==> config.mk <==
export PLATFORM = sky130hd
export DESIGN_NAME = sys_split_plan_reader
export DESIGN_NICKNAME = d
export VERILOG_FILES = /design/src/rtl/sys_split_plan_reader.sv
export SDC_FILE = /design/constraint.sdc
export NUM_CORES = 1
export LEC_CHECK = 0
export CAP_MARGIN = 30
export CORE_UTILIZATION = 30
export CTS_CLUSTER_DIAMETER = 200
export DETAILED_ROUTE_END_ITERATION = 8
export HOLD_SLACK_MARGIN = 0.06
export SLEW_MARGIN = 0
export SYNTH_ARGS = -nofsm -noshare
export SYNTH_HDL_FRONTEND = slang
export SYNTH_SLANG_ARGS = --single-unit
==> constraint.sdc <==
create_clock -name clk -period 2.5 [get_ports clk]
set_clock_uncertainty 0.15 [all_clocks]
set_input_delay 0.625 -clock clk [delete_from_list [all_inputs] [get_ports clk]]
set_output_delay 0.625 -clock clk [all_outputs]
set_load 0.02 [all_outputs]
congestion_map.png
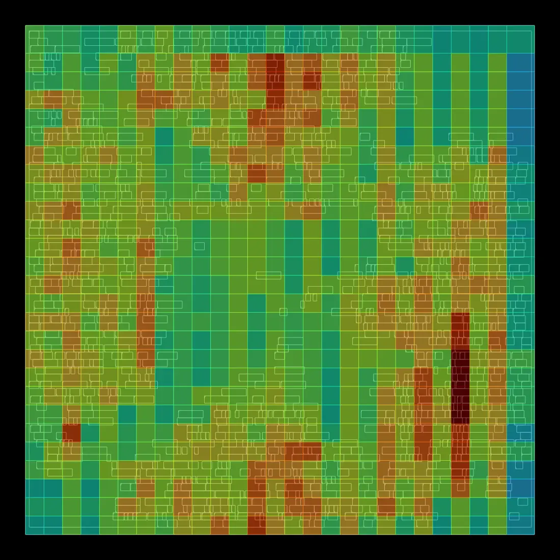
Layout Utilization: 0.4437
global routing met1 resource utilization: 0.2000
All-Layer GR Usage: 0.1558
most crowded layer after global routing: met2
met3 usage: 0.05202

m3.png
Bar = 50 um. Cells faint in the background.
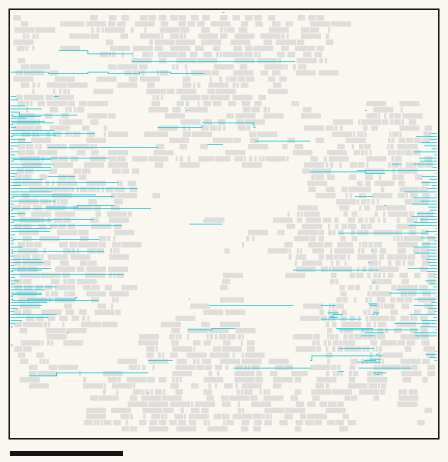
nets with wire on the layer: 175
main direction: horizontal
longest straight run: 72.2 um
share of all routed wire: 8.9%
Final Routed Wirelength: 28170 um
via count: 7868

m1.png
Bar = 50 um. Cells faint in the background.
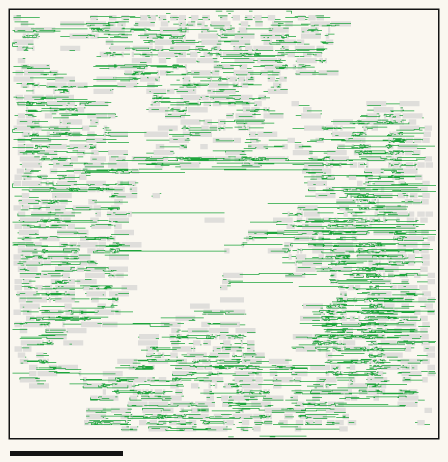
wire length on this layer: 12000 um
longest straight run: 48.3 um

==> out/qor.csv <==
metric;value;unit
outcome;finished with violations;
violations;negative setup slack;
crit_fanout;5;
power_leader;combinational cells;
grt_pass1_vias;8085;
grt_pass1_wl;44450;um
p_sw_frac;0.3449;
critical_path.top_delay_family;simple AND/OR/NAND/NOR gates;
edf_count;0;
fp_nets;1188;
cts.sinks;251;
mostFrequentLayoutCells;dfrtp_1, clkdlybuf4s50_1, nand2_1, mux2_2, o21ai_0;
floorplan.core_util;0.3054;
ys_seq_frac;0.5940;
io_pins;416;
hpwlAfterDp;19020;um
hold_depth;2;
avgRoutedWirePerCell;16.63;um
top_area_cell;dfrtp_1;
critPathArrivalTime;1.81;ns
ys.flops;251;
synth.distinct_cells;62;
cp.depth;5;
grt_max_degree;91;
ant_nets;0;
comb_power;7.94;mW
drt_pre_antenna_iters;5;
power.internal;12.74;mW
most_common_cell;dfrtp_1;
pg_seq;7.03;mW
drc_errors;0;
area_delta_synth_final;45.32;%
r2r_slack;0.12;ns
async_flop_share;1.000;
end_kind;output port;
power_density;1266;mW/mm^2
clk_pin_slew_worst_paths;0.06;ns
ff_type;dfrtp_1;
io_buffers;270;
cts-root-buf;clkbuf_16;
synth_area_per_cell;11.67;um^2
dr_wl_met2;13120;um
reg2reg_depth;8;
path_class;flip-flop to output port;
wl_met1;12030;um
viasPerCell;4.645;
postCtsSetupRepairBufs;5;
startpoint_type;flip-flop;
pre_cts_ws;-0.09792;ns
slowest_delay;0.41;ns
floorplan.die_area;0.03600;mm^2
numPlacedInstances;1629;
hold_buffers;1;
hold_violations;0;
setup_slack;-0.08328;ns
rows;68;
whs;0.3231;ns
fin_setup_tns;-0.9835;ns
setup_viol;16;
placed_cell_area;0.01417;mm^2
tightestPinTransition;0.6061;ns
fmax;387.1;MHz
synthesis.instances;906;
largest_reg_flops;114;
common_cells;dfrtp_1, nand2_1, mux2_2;
cts.htree.levels;1;
ff_latch_area;0.006281;mm^2
fill_cells;3267;
clock_path_buffers;3;
fin_cells;1694;
seq_power_share;0.361;
power;19.45;mW
period_needed;2.583;ns
cts-resized-gates;139;
fin_nets;1496;
comb_area;0.004083;mm^2
ys_cells;906;
[kinds of logic after synthesis]
family | synth area share
xor gates and xnor gates | 0.01160
buffers and inverters | 0.02745
adders and majority gates | 0.003313
and+or+nand+nor | 0.1132
AOI/OAI and AO/OA | 0.07869
DFF | 0.5940
muxes | 0.1717
[cell type report]
type	instances	share of cell area
antenna	2	0.0003257
sequential	251	0.4088
clock buffer	45	0.05846
multi-input combinational	588	0.2657
clock inverter	10	0.008550
inverter	9	0.002199
tap	455	0.03705
timing repair buffer	334	0.2190
[worst reg2reg max path, delay by kind of cell (launching register included)]
family | cells | cell delay (ns)
AND-OR/OR-AND | 2 | 0.40
adder cells (fa/ha/maj) | 1 | 0.22
buffers and inverters | 3 | 0.39
flip-flops | 1 | 0.38
AND/OR/NAND/NOR | 2 | 0.73
No activity file was given, so power comes from the tool's default toggle rates.
